<file path="src/rtl/frame_ram_writer.sv">
// Streams one IMG_W x IMG_H image of pixels into a selected slot of the frame RAM through its write port (port B).
// Addresses come from a running pointer, so the per-pixel path has no multiplier.
module frame_ram_writer #(
   parameter int IMG_W   = 460,
   parameter int IMG_H   = 460,
   parameter int NUM_IMG = 2,
   parameter int ADDR_W  = 19,
   parameter int DATA_W  = 8,
   localparam int SEL_W  = (NUM_IMG > 1) ? $clog2(NUM_IMG) : 1
) (
   input  logic              clk,
   input  logic              rst,
   input  logic              start,
   input  logic [SEL_W-1:0]  img_sel,
   input  logic              abort,
   input  logic              s_valid,
   input  logic [DATA_W-1:0] s_data,
   input  logic              s_last,
   output logic              s_ready,
   output logic [ADDR_W-1:0] ram_addr,
   output logic [DATA_W-1:0] ram_data,
   output logic              ram_wren,
   output logic              busy,
   output logic              done,
   output logic              err_len
);

   localparam int COL_W = $clog2(IMG_W + 1);
   localparam int ROW_W = $clog2(IMG_H + 1);
   localparam logic [ADDR_W-1:0] FRAME_SZ = ADDR_W'(IMG_W * IMG_H);

   typedef enum logic [1:0] {IDLE, LOAD, FLUSH} state_t;

   state_t            state;
   logic [ADDR_W-1:0] wr_ptr;
   logic [COL_W-1:0]  col;
   logic [ROW_W-1:0]  row;

   logic              accept;
   logic              last_pix;
   logic              sel_ok;
   logic [ADDR_W-1:0] slot_base;

   assign s_ready   = (state == LOAD);
   assign busy      = (state == LOAD);
   assign accept    = s_valid & s_ready;
   assign last_pix  = (col == COL_W'(IMG_W - 1)) && (row == ROW_W'(IMG_H - 1));
   assign sel_ok    = int'(img_sel) < NUM_IMG;
   // The only multiply: slot base, evaluated once per accepted start.
   assign slot_base = ADDR_W'(img_sel) * FRAME_SZ;

   always_ff @(posedge clk or posedge rst) begin
      if (rst) begin
         state    <= IDLE;
         wr_ptr   <= '0;
         col      <= '0;
         row      <= '0;
         ram_addr <= '0;
         ram_data <= '0;
         ram_wren <= 1'b0;
         done     <= 1'b0;
         err_len  <= 1'b0;
      end else begin
         // NOTE: single-cycle strobes get a default here and are overridden below, so they never stick high.
         ram_wren <= accept;
         done     <= 1'b0;

         if (accept) begin
            ram_addr <= wr_ptr;
            ram_data <= s_data;
            wr_ptr   <= wr_ptr + 1'b1;
            if (col == COL_W'(IMG_W - 1)) begin
               col <= '0;
               row <= row + 1'b1;
            end else begin
               col <= col + 1'b1;
            end
            // s_last is only cross-checked; the pixel count alone ends the frame.
            if (s_last != last_pix) err_len <= 1'b1;
         end

         case (state)
            IDLE: begin
               if (start) begin
                  if (sel_ok) begin
                     state   <= LOAD;
                     wr_ptr  <= slot_base;
                     col     <= '0;
                     row     <= '0;
                     err_len <= 1'b0;
                  end else begin
                     err_len <= 1'b1;
                  end
               end
            end
            LOAD: begin
               // Abort beats completion; the write already captured for this beat still goes out.
               if (abort) begin
                  state <= IDLE;
               end else if (accept && last_pix) begin
                  state <= FLUSH;
                  done  <= 1'b1;
               end
            end
            FLUSH:   state <= IDLE;
            default: state <= IDLE;
         endcase
      end
   end

endmodule

</file>
<file path="config.mk">
export PLATFORM = sky130hd
export DESIGN_NAME = frame_ram_writer
export DESIGN_NICKNAME = d
export VERILOG_FILES = /design/src/rtl/frame_ram_writer.sv
export SDC_FILE = /design/constraint.sdc
export NUM_CORES = 1
export LEC_CHECK = 0
export CELL_PAD_IN_SITES_DETAIL_PLACEMENT = 0
export CELL_PAD_IN_SITES_GLOBAL_PLACEMENT = 1
export CORE_MARGIN = 4
export CORE_UTILIZATION = 44
export DETAILED_ROUTE_END_ITERATION = 10
export GPL_ROUTABILITY_DRIVEN = 0
export PLACE_DENSITY = 0.83
export SLEW_MARGIN = 40
export SYNTH_ARGS = -nofsm -noshare
export SYNTH_HDL_FRONTEND = slang
export SYNTH_SLANG_ARGS = --single-unit
export TNS_END_PERCENT = 100
</file>
<file path="constraint.sdc">
create_clock -name clk -period 3.2 [get_ports clk]
set_input_delay 0.64 -clock clk [delete_from_list [all_inputs] [get_ports clk]]
set_output_delay 0.64 -clock clk [all_outputs]
set_load 0.03 [all_outputs]
</file>
**Run 1: pin map**

Pins as bars across the die edge, other pins in grey.
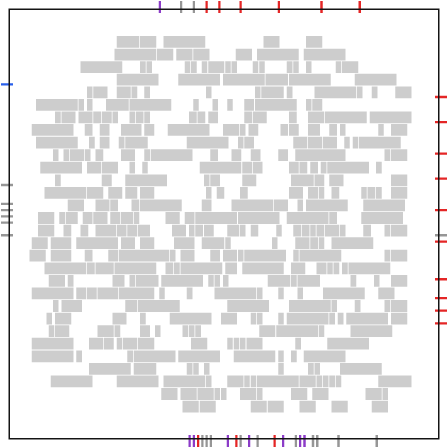
blue -> clk  # pins 1, direction input, edge left
red -> ram_addr  # pins 19, direction output, edge 10 right, 6 top, 3 bottom
purple -> s_data  # pins 8, direction input, edge 7 bottom, 1 top
all pins by edge = 20 bottom, 11 right, 9 top, 7 left
Die W: 92.6 µm
number of buffers added on ports: 46
Die Ht: 92.6 µm

**Run 1: register map, names as in the netlist**

Other sequential cells in the stronger grey, the rest of the logic in the fainter grey.
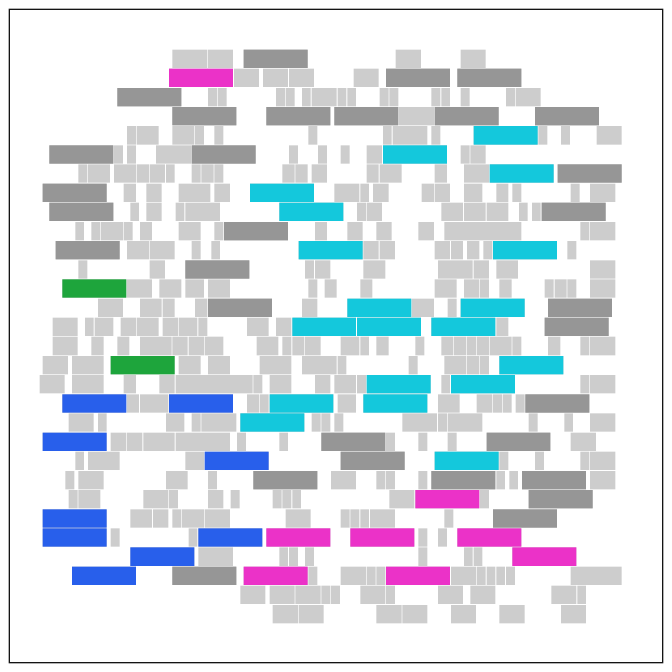
green -> state  # sequential cells 2
cyan -> wr_ptr  # sequential cells 19
magenta -> ram_data  # sequential cells 8
blue -> row  # sequential cells 9, where lower left
Sequential cell area: 0.00173 mm²
share of cell area taken by flip-flops and latches: 43.8%
P_seq: 1.08 mW
Core Util, Final: 57.4%

**Run 1: track usage over the die**

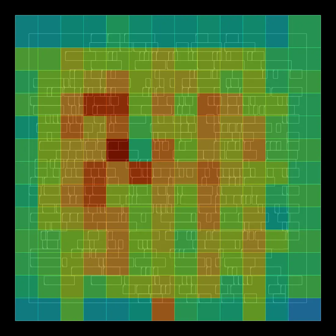
GRT Resource Usage Total: 17.0%
GR Util met2: 27.3%

==> design notes, run 1 <==
The run finished with clean final reports. Net count of the finished layout: 396. As reported, the later end of the worst-skew pair has a clock insertion delay of 0.34 ns.

Critical path endpoint: busy. The clock drives 69 sinks. The run gives 4 as the detailed-router iteration count before antenna repair. The class occupying the most area after layout is reported as registers.

The first global-routing pass estimated 11.7 mm of wire. According to the cell report, the number of logic gates is 242. The run gives 0.414 GHz as the fmax.

For this run, the script counts the antenna cells in the layout as 0. The run gives 0 as the number of antenna violations at the first check in global routing. After detailed routing, the number of vias per cell comes to 5.16. According to the tapcell log, the count of inserted taps is 96.

Sequential cells burn 44.6% of the power. Yosys reported a register bit count of 69. Counting the buffers created by CTS gives 9.

The tools report the cell resize tally after clock tree synthesis as 0. Classification of the worst setup path: register to output port. The gate-level netlist out of Yosys references 43 unique cell types. The worst voltage drop across the vdd grid is 239 µV, and the switching component of the power is 736 µW. Yosys stat counts 331 cells in the synthesized netlist. With the maximum number of buffers from clock root to sink at 2, the fraction of area in clock buffers and inverters is 5.75%.

Recorded from the global router log, the overflow total was 0. For the number of vias in the routed layout, the log shows 2472. The worst setup path is launched from a register. In the final layout, the fill cell count is 623.

The prevailing logic family in the synthesized netlist was simple AND/OR/NAND/NOR gates. Summing the sequential cell areas from Yosys gives 54.8% of the chip area. In the final layout, the share of cells above drive strength 1 is 7.83%. The final timing report counts setup violations totalling 0. Once placement completed, the tool counted placed cells totaling 463. The hold violation total from the final report was 0; the initial cell density of the core was 45.8%. The transition time recorded at the tightest slew-check pin is 0.595 ns. The wire-length estimate of the detail-placed layout is 4.54 mm. The run gives 75.5% for the post-layout period usage of the worst path.

Slowest cell on the critical path: sky130_fd_sc_hd__clkdlybuf4s50_1. The timing report gives the biggest stage delay along the critical path as 0.71 ns. Looking at the clock tree report, the H-tree level count equals 3. The count of buffer and inverter cells on the critical path was 1; the overall power of the completed layout was 2.42 mW. Kind of end point of the critical path: an output port.

The number of synthesized flops with an enable pin is 0, and the setup slack of the worst register-to-register path is 1.15 ns. For the post-CTS setup buffer count, the log shows 0. The cell sitting at the root of the clock tree is a sky130_fd_sc_hd__clkbuf_8. The dominant register cell in the synthesized netlist is sky130_fd_sc_hd__dfrtp_1. In the final layout, excluding clock buffers the buffer count is 51. The run gives 479 as the final non-filler cell total. The run gives 331 for the count of mapped cells out of synthesis. For the worst reg-to-reg path, the startpoint reported by OpenROAD is wr_ptr[0]. Net count entering floorplan: 349. Tracing the worst setup path back leads to its startpoint at state[0].

The synthesized design spends more area on one cell type than any other, namely sky130_fd_sc_hd__dfrtp_1. OpenSTA, run right after detailed placement, puts the worst setup slack at 0.574 ns. On the final layout, the worst hold slack is 0.473 ns. The most common logic cells in the final layout are sky130_fd_sc_hd__nand2_1, sky130_fd_sc_hd__dfrtp_1, sky130_fd_sc_hd__clkdlybuf4s50_1. The data arrival time reported for the critical path is 1.78 ns. The required time at the worst endpoint is listed as 2.56 ns. The top cell type's share of synthesized area was 54.8%.

The run gives 0.784 ns for the setup slack of the critical path after layout. The power share of the clock group was 33.4%. The run gives 47 as the count of boundary I/O pins.

The hold path endpoint was ram_addr[12]. The overall die size recorded for this design is 0.00857 mm². Yosys attributes the largest share of cell area to sky130_fd_sc_hd__dfrtp_1, sky130_fd_sc_hd__nand2_1, sky130_fd_sc_hd__xnor2_1. The number of cells traversed by the worst hold path works out to 2.

In the CTS report, the clock slew at the register clock pins of the worst setup and hold paths is listed as 0.07 ns. Net switching is 30.4% of the power. Wires add up to 6.71 mm. The average detailed-routed wire length per instance was 14.0 µm.

For reference, the mux area share after synthesis is 0.636%. The detail route stage leaves a number of antenna-violating nets equal to 0. The run gives 532 µW as the combinational group power.
[run 1: registers in the layout, summed over array words and instances (netlist names)]
| signal | count |
|---|---|
| col | 9 |
| wr_ptr | 19 |
| row | 9 |
| done | 1 |
| ram_wren | 1 |
| err_len | 1 |
| state | 2 |
| ram_addr | 19 |
| ram_data | 8 |
[run 1: kinds of logic (layout without fill, tap and decap cells)]
kind of cell	count (synthesis)	in the layout
multiplexers	2	2
buffers and inverters	20	72
AND/OR/NAND/NOR	185	185
AND-OR/OR-AND	28	28
flip-flops	69	69
adder cells (fa/ha/maj)	3	3
XOR/XNOR	24	24
[run 1: routing by layer]
layer  vias up  track usage, %  wire [µm]
met3        14            3.49        237
li1       1212               -          -
met4         0            8.42        107
met1      1211            21.7       3160
met5         -               0          0
met2        35            27.3       3210
==> run 1 -> run 2 <==
--- a/config.mk
+++ b/config.mk
@@ -8,10 +8,10 @@
 export CELL_PAD_IN_SITES_DETAIL_PLACEMENT = 0
 export CELL_PAD_IN_SITES_GLOBAL_PLACEMENT = 1
 export CORE_MARGIN = 4
-export CORE_UTILIZATION = 44
+export CORE_UTILIZATION = 37
 export DETAILED_ROUTE_END_ITERATION = 10
 export GPL_ROUTABILITY_DRIVEN = 0
-export PLACE_DENSITY = 0.83
+export PLACE_DENSITY = 0.74
 export SLEW_MARGIN = 40
 export SYNTH_ARGS = -nofsm -noshare
 export SYNTH_HDL_FRONTEND = slang
==> constraint.sdc (replaced) <==
create_clock -name clk -period 2.05 [get_ports clk]
set_input_delay 0.41 -clock clk [delete_from_list [all_inputs] [get_ports clk]]
set_output_delay 0.41 -clock clk [all_outputs]
set_load 0.03 [all_outputs]
**Run 2: track usage over the die**

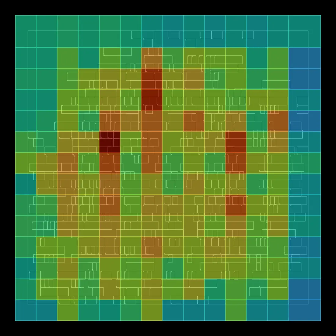
Core Util, Final: 49.3%
GRT Resource Usage Total: 15.3%
met3 capacity usage during global routing: 4.79%

**Run 2: pin map**

Pins as bars across the die edge, other pins in grey.
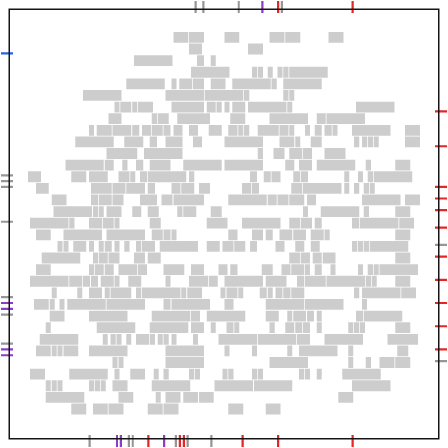
red -> ram_addr  # pins 19, direction output, edge 11 right, 6 bottom, 2 top
blue -> clk  # pins 1, direction input, edge left
purple -> s_data  # pins 8, direction input, edge 4 left, 3 bottom, 1 top
all pins by edge = 15 bottom, 13 right, 12 left, 7 top
Die Ht: 100 µm
Die W: 100 µm

==> run 2 against run 1 <==
  * Sequential cell count is the same
  * Largest cell class unchanged
  * Clock power grew 9.7%
  * Final cell count grew 5.8%
  * Critical path type is now register to register
==> design notes, run 2 <==
The first routing iteration left 71 violations. The run gives 0.00315 mm² as the yosys-reported design area after synthesis. The run gives 1.11 mW as the switching component of the power. With the count of boundary I/O pins at 47, the worst voltage drop across the vdd grid is 398 µV. Clock tree synthesis selected as its root buffer the cell sky130_fd_sc_hd__clkbuf_8.

The run gives 0.636% for the fraction of synthesized area in multiplexers. With the port buffer count at 46, the post-synthesis instance area is 0.00315 mm². Per STA, the startpoint of the critical path is col[5]. The clock tree synthesis step divided the H-tree into 3 levels. The setup slack of the critical path after layout is 0.0981 ns. The worst-case max-slew headroom was logged as 74.1%.

The flow ran to the end, and the final reports show no timing, DRC or antenna violations. The tightest hold margin is 0.471 ns. Combinational logic is responsible for 25.8% of the overall power.

The TritonCTS buffer count was 9; the final non-filler cell area was 0.00407 mm². For flop-to-flop paths, the worst setup slack is 0.1 ns. The number of vias in the routed layout is 2517, and the number of cells traversed by the worst hold path is 2. For the net count entering floorplan, the log shows 349. In the Yosys report, the sequential cells make up 54.8% of the chip area.

The kind of cell adding the most delay to the critical path was simple AND/OR/NAND/NOR gates. The worst setup path is launched from a register. Grouping non-sequential cells by family puts the most area in simple AND/OR/NAND/NOR gates. The run gives 2.26 ns as the data required time of the worst path. The portion of total power attributed to sequential cells is 48.5%, and the worst reg-to-reg path cell count is 4.

The critical register-to-register path endpoint is row[3]. The report counts max-capacitance violations totalling 0. For this run, the final setup violation count is recorded as 0.

For this run, global-route usage on met1 was measured as 20.7%. In the setup report, the worst path falls into the class register to register. The library cells used most frequently in the layout, excluding fill and tap cells, are sky130_fd_sc_hd__nand2_1, sky130_fd_sc_hd__dfrtp_1, sky130_fd_sc_hd__clkdlybuf4s50_1. Recorded from the global router log, the overflow total was 0. At the pin with the least slew margin, the transition time is 0.384 ns. The run gives 0 as the post-detailed-route DRC marker count. The first global-routing pass estimated 12.3 mm of wire. The internal power component was 2.33 mW; the clock-pin slew reported for the worst setup and hold paths after clock tree synthesis was 0.07 ns. For reference, simple AND, OR, NAND and NOR cells occupy 27.9% of the area reported after synthesis. The post-layout period usage of the worst path is 95.2%. The logs give 43 for the number of different library cells in the post-synthesis netlist and 0 for the count of hold buffers inserted by post-cts repair. Summed over all nets, wire length on met3 after detailed routing comes to 310 µm. The final hold violation count recorded for this run is 0. Cell type contributing the most total cell area after synthesis: sky130_fd_sc_hd__dfrtp_1. The run gives 69 for the synthesized flop and latch total. The tools report the critical path endpoint as row[3]. The overall power of the completed layout came out at 3.44 mW. For the number of antenna violations at the first check in global routing, the log shows 0. Summed over all nets, wire length on met2 after detailed routing comes to 3.22 mm. Counting every instance in the synthesized netlist gives 331. The count of buffer and inverter cells on the critical path is 0, and the arrival time of the worst setup path is 2.17 ns. The synthesis report lists the most area-consuming cells as sky130_fd_sc_hd__dfrtp_1, sky130_fd_sc_hd__nand2_1, sky130_fd_sc_hd__xnor2_1. The run gives 4.96 for the average via count per standard cell. For this design, the slowest cell found on the critical path is sky130_fd_sc_hd__or4b_1. The script logs the mean routed wire length per placed instance as 13.6 µm. Before placement the cells fill 38.1% of the core. Kind of end point of the critical path: a register. TritonCTS built the clock tree. The run gives 0 as the remaining antenna violation count.

The registers reported with the highest flop counts are ram_addr x19, wr_ptr x19. The detailed router used layers up to and including met4. The script computed a power per unit cell area of 846 mW/mm². The area of the core is 0.00826 mm².

Including well taps, the total number of placed cells is 493. Looking at the hold checks, the worst path lands on ram_addr[6]. Per the timing report, the most critical flop-to-flop path originates at col[5]. The number of synthesized flops with an enable pin was 0. The top cell type's share of synthesized area was 54.8%.

Looking at hold timing, the worst path starts from ram_addr[6]. In this build the clock could be raised as far as 0.512 GHz. The run gives 0 as the total of warnings raised by yosys. In this design, the stage delay of the slowest critical-path cell is 0.70 ns. At the later pin of the worst-skew pair, clock insertion delay measures 0.33 ns.

Counting every sink on the clock net gives 69. For this design, Yosys synthesis ends with a cell count of 331. The switching portion of total power comes to 32.3%. The class of the tightest hold or removal check is register to register. For the routed wire length, the log shows 6.87 mm. The run gives -0.0591 ns as the worst setup slack after placement. For the met2 global-route usage, the log shows 24.1%.

The dominant register cell in the synthesized netlist was sky130_fd_sc_hd__dfrtp_1. CTS reports a maximum clock tree buffer depth of 2. Fraction of layout instances using a drive strength above 1: 12.4%.

After the flow finishes, the layout carries non-filler instances totaling 507. The most used routing layer in global routing was met2. The die outline area is 0.0101 mm², and the estimated wirelength of the detail-placed design is 4.78 mm. The antenna diode count was 0; the wire length on met1 was 3.27 mm.

In this run, the clock network consumes 25.7% of the power. After detailed placement, the total cell area comes to 0.00391 mm². With the net count of the finished layout at 417, the detailed-router iteration count before antenna repair is 4.
[run 2: power groups by stage]
stage	clock (mW)	sequential, mW	combinational [mW]
after floorplan	0	1.89	0.301
after global placement	0	1.69	0.902
after detailed placement	0	1.70	0.904
after CTS	0.926	1.67	0.902
after global routing	0.994	1.70	0.978
final	0.886	1.67	0.888
[run 2: what timing repair did]
action / in CTS / in global routing
buffers inserted: 0 / 0
endpoints found under the setup margin: 2 / 11
resized: 2 / 2
[run 2: layout make-up]
class | count | area, µm²
repair buffers | 72 | 691
fillers | 807 | 4190
flip-flops and latches | 69 | 1730
clock inverters | 3 | 15.0
well taps | 105 | 131
clock buffers | 11 | 131
inverters | 5 | 22.5
multi-input cells | 242 | 1350
==> run 2 -> run 3 <==
--- a/config.mk
+++ b/config.mk
@@ -5,12 +5,14 @@
 export SDC_FILE = /design/constraint.sdc
 export NUM_CORES = 1
 export LEC_CHECK = 0
+export ABC_CLOCK_PERIOD_IN_PS = 2050
 export CELL_PAD_IN_SITES_DETAIL_PLACEMENT = 0
 export CELL_PAD_IN_SITES_GLOBAL_PLACEMENT = 1
 export CORE_MARGIN = 4
 export CORE_UTILIZATION = 37
 export DETAILED_ROUTE_END_ITERATION = 10
 export GPL_ROUTABILITY_DRIVEN = 0
+export GPL_TIMING_DRIVEN = 0
 export PLACE_DENSITY = 0.74
 export SLEW_MARGIN = 40
 export SYNTH_ARGS = -nofsm -noshare
**Run 3: register map, names as in the netlist**

Other sequential cells in the stronger grey, the rest of the logic in the fainter grey.
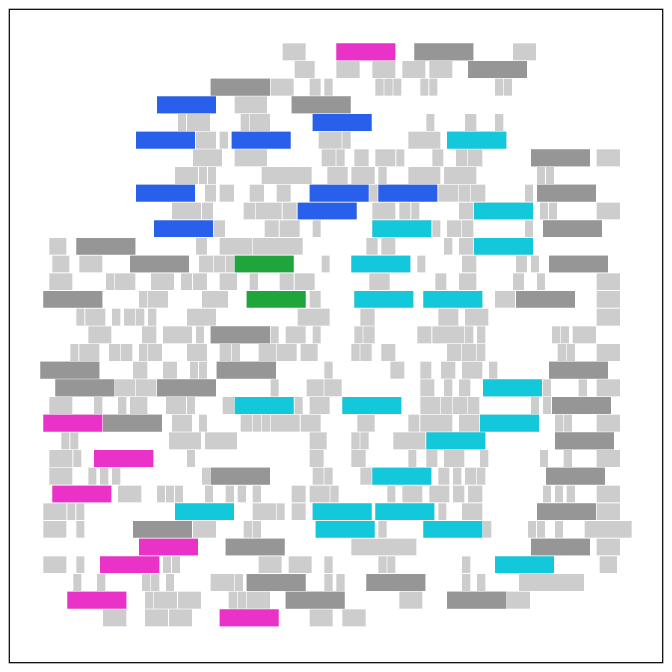
magenta -> ram_data  # sequential cells 8
cyan -> wr_ptr  # sequential cells 19
green -> state  # sequential cells 2
blue -> row  # sequential cells 9
not coloured = 31
Core Util, Final: 48.9%
share of cell area taken by flip-flops and latches: 42.7%
P_seq: 1.66 mW

==> run 3 against run 2 <==
  * Wire length is 4.6% higher
  * Highest routed layer unchanged
  * Synthesized cell count stayed put
  * Utilization is 0.36 points lower
  * Final area is 0.74% lower
  * Total power is 3.6% higher
  * Combinational power is 0.5% lower
  * Synthesized area stayed put
  * Sequential cell count stayed put
  * Largest power group unchanged
  * Maximum frequency is 0.38% lower
  * Sequential power hardly changed
==> design notes, run 3 <==
In this run the maximum-capacitance check reported violations numbering 0. The count of clock-net buffers in the final layout is 14, and the post-layout period usage of the worst path is 95.6%. The transition time recorded at the tightest slew-check pin is 0.605 ns. Internal power comes to 2.43 mW. For the worst flop-to-flop path, the logic depth is 6.

With the later-pin clock latency in the skew report at 0.34 ns, the setup slack of the worst register-to-register path is 0.09 ns. Count of placed standard cells including taps: 485. The routed layout reports a DRC error count of 0. Dividing total power by cell area gives a power density of 882 mW/mm². STA puts the critical path data required time at 2.27 ns. Critical path endpoint: row[3]. Once routing completed, OpenROAD measured the worst setup slack at 0.0907 ns. The clock tree synthesis step divided the H-tree into 3 levels. The critical path in this run is classified as register to register. Fraction of layout instances using a drive strength above 1: 9.77%. The tightest hold margin is 0.399 ns. Ranking logic cells in the layout by count gives the top entries sky130_fd_sc_hd__nand2_1, sky130_fd_sc_hd__dfrtp_1, sky130_fd_sc_hd__clkdlybuf4s50_1.

The final non-filler cell area was 0.00404 mm². The run gives 0 as the residual overflow from global routing. The clock network consumes a total of 1.02 mW.

In this run the worst setup path begins at col[4]. The non-clock buffer total of the final layout was 68; the remaining antenna violation count was 0. TritonCTS built the clock tree. Data on the critical path arrives at its endpoint at 2.17 ns. The run gives 0 for the number of synthesized flops with an enable pin.

The run finished with clean final reports. Pin placement for this block handled 47 I/O pins. The die span in y is 100 µm. Critical path launch point type: a register. The number of vias in the routed layout is 2525.

Summed over all nets, wire length on met3 after detailed routing comes to 269 µm. Yosys printed 0 warnings. Summed over all layers, the routed wires come to 7.19 mm.

Per the power-grid run, VDD falls by no more than 474 µV. The area taken by multi-input combinational cells is reported as 0.00135 mm². Per the synth stats, the flop cell with the highest instance count is sky130_fd_sc_hd__dfrtp_1. Of the combinational cells, the family taking the most area is simple AND/OR/NAND/NOR gates. The largest registers in the layout are ram_addr x19, wr_ptr x19.

Based on the critical path, the design can be clocked at up to 0.510 GHz. The kind of end point of the critical path is a register. The power report attributes to the sequential group a share of 46.6%. The design has 69 sequential cells.

For the final non-filler cell total, the log shows 504. Measured on the final layout, buffering overhead outside the clock network stands at 15.8%. The run gives 14.3 µm for the average detailed-routed wire length per instance. The logs give 242 for the number of logic gates and 105 for the well tap count. The run gives 5.01 for the average via count per standard cell. The number of fill cells in the layout was 829.

The mapped netlist covers 0.00315 mm². In this run, synthesis produced a sequential element count of 69. The area of the core came out at 0.00826 mm². Cell at the root of the clock tree: sky130_fd_sc_hd__clkbuf_8. The worst setup slack after placement is -0.444 ns. In the synthesized netlist, mux cells make up 0.636% of the area. After synthesis, the design contains 331 cells according to Yosys. The timing report notes that buffer and inverter cells on the critical path total 2. The detailed-router iteration count before antenna repair is 4. By area the synthesized netlist is led by sky130_fd_sc_hd__dfrtp_1, sky130_fd_sc_hd__nand2_1, sky130_fd_sc_hd__xnor2_1. Looking at the group totals, the largest power group turns out to be registers. Highest routing layer actually used: met4. With the tightest slew margin relative to the limit at 59.3%, the share of synthesized area occupied by flip-flops and latches is 54.8%. In this run, the combinational gates consume 24.8% of the power. The run gives 1 for the post-CTS setup buffer count. The run gives 1.14 mW as the switching component of the power. For this run, global-route usage on met2 was measured as 23.2%. After clock tree synthesis, the clock-pin slew on the worst setup and hold paths is 0.07 ns.

Looking at the global route congestion table, the highest-usage layer is met2. Multi-input gates account for 33.3% of the area. The count of clock tree sinks was 69. The tools report the combinational group power as 884 µW.

Wire length on met2: 3.32 mm. Measured on the final layout, the clock distribution area share stands at 4.40%. After the last flow step, the layout net total stands at 413. In the final layout, flip-flops and latches occupy 0.00173 mm².
**Run 3: pin map**

Pins as bars across the die edge, other pins in grey.
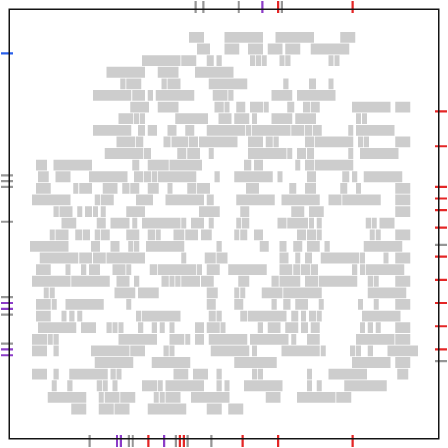

-- run 3: netlist changes by cell type in the layout (fill, tap and decap cells not counted), moves of 2 or more --
cell | previous run | this run
sky130_fd_sc_hd__buf_16 | 0 | 2
sky130_fd_sc_hd__clkinv_2 | 3 | 1
sky130_fd_sc_hd__dlygate4sd2_1 | 2 | 0
sky130_fd_sc_hd__clkbuf_8 | 9 | 12
sky130_fd_sc_hd__buf_4 | 23 | 6
sky130_fd_sc_hd__buf_12 | 3 | 1
sky130_fd_sc_hd__buf_2 | 0 | 3
sky130_fd_sc_hd__clkbuf_1 | 2 | 9
sky130_fd_sc_hd__clkbuf_2 | 0 | 2

==> layout pictures side by side <==
Clock distribution.
Bar = 20 µm.
picture 1
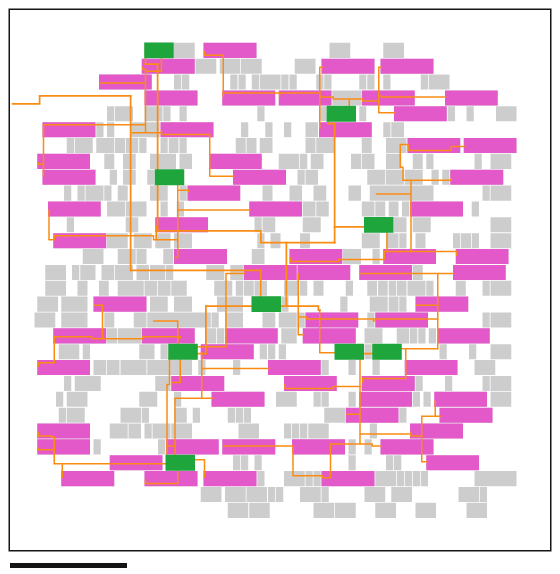
picture 2
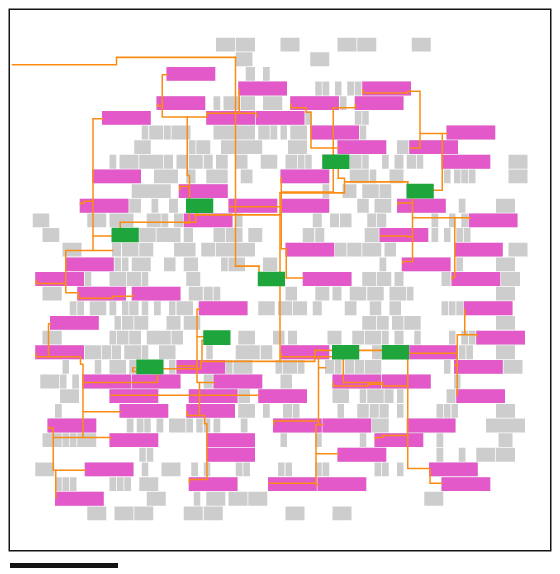
picture 3
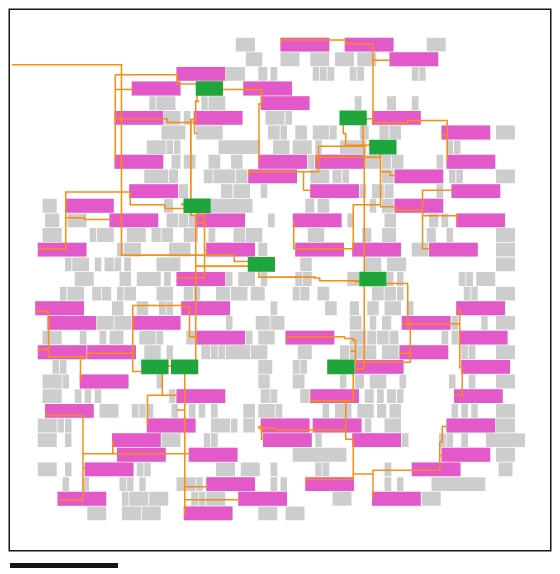
picture 3 -> run 3
picture 1 -> run 1
picture 2 -> run 2
The one with the smallest die is picture 1.

Power and IR drop assume default switching activity.
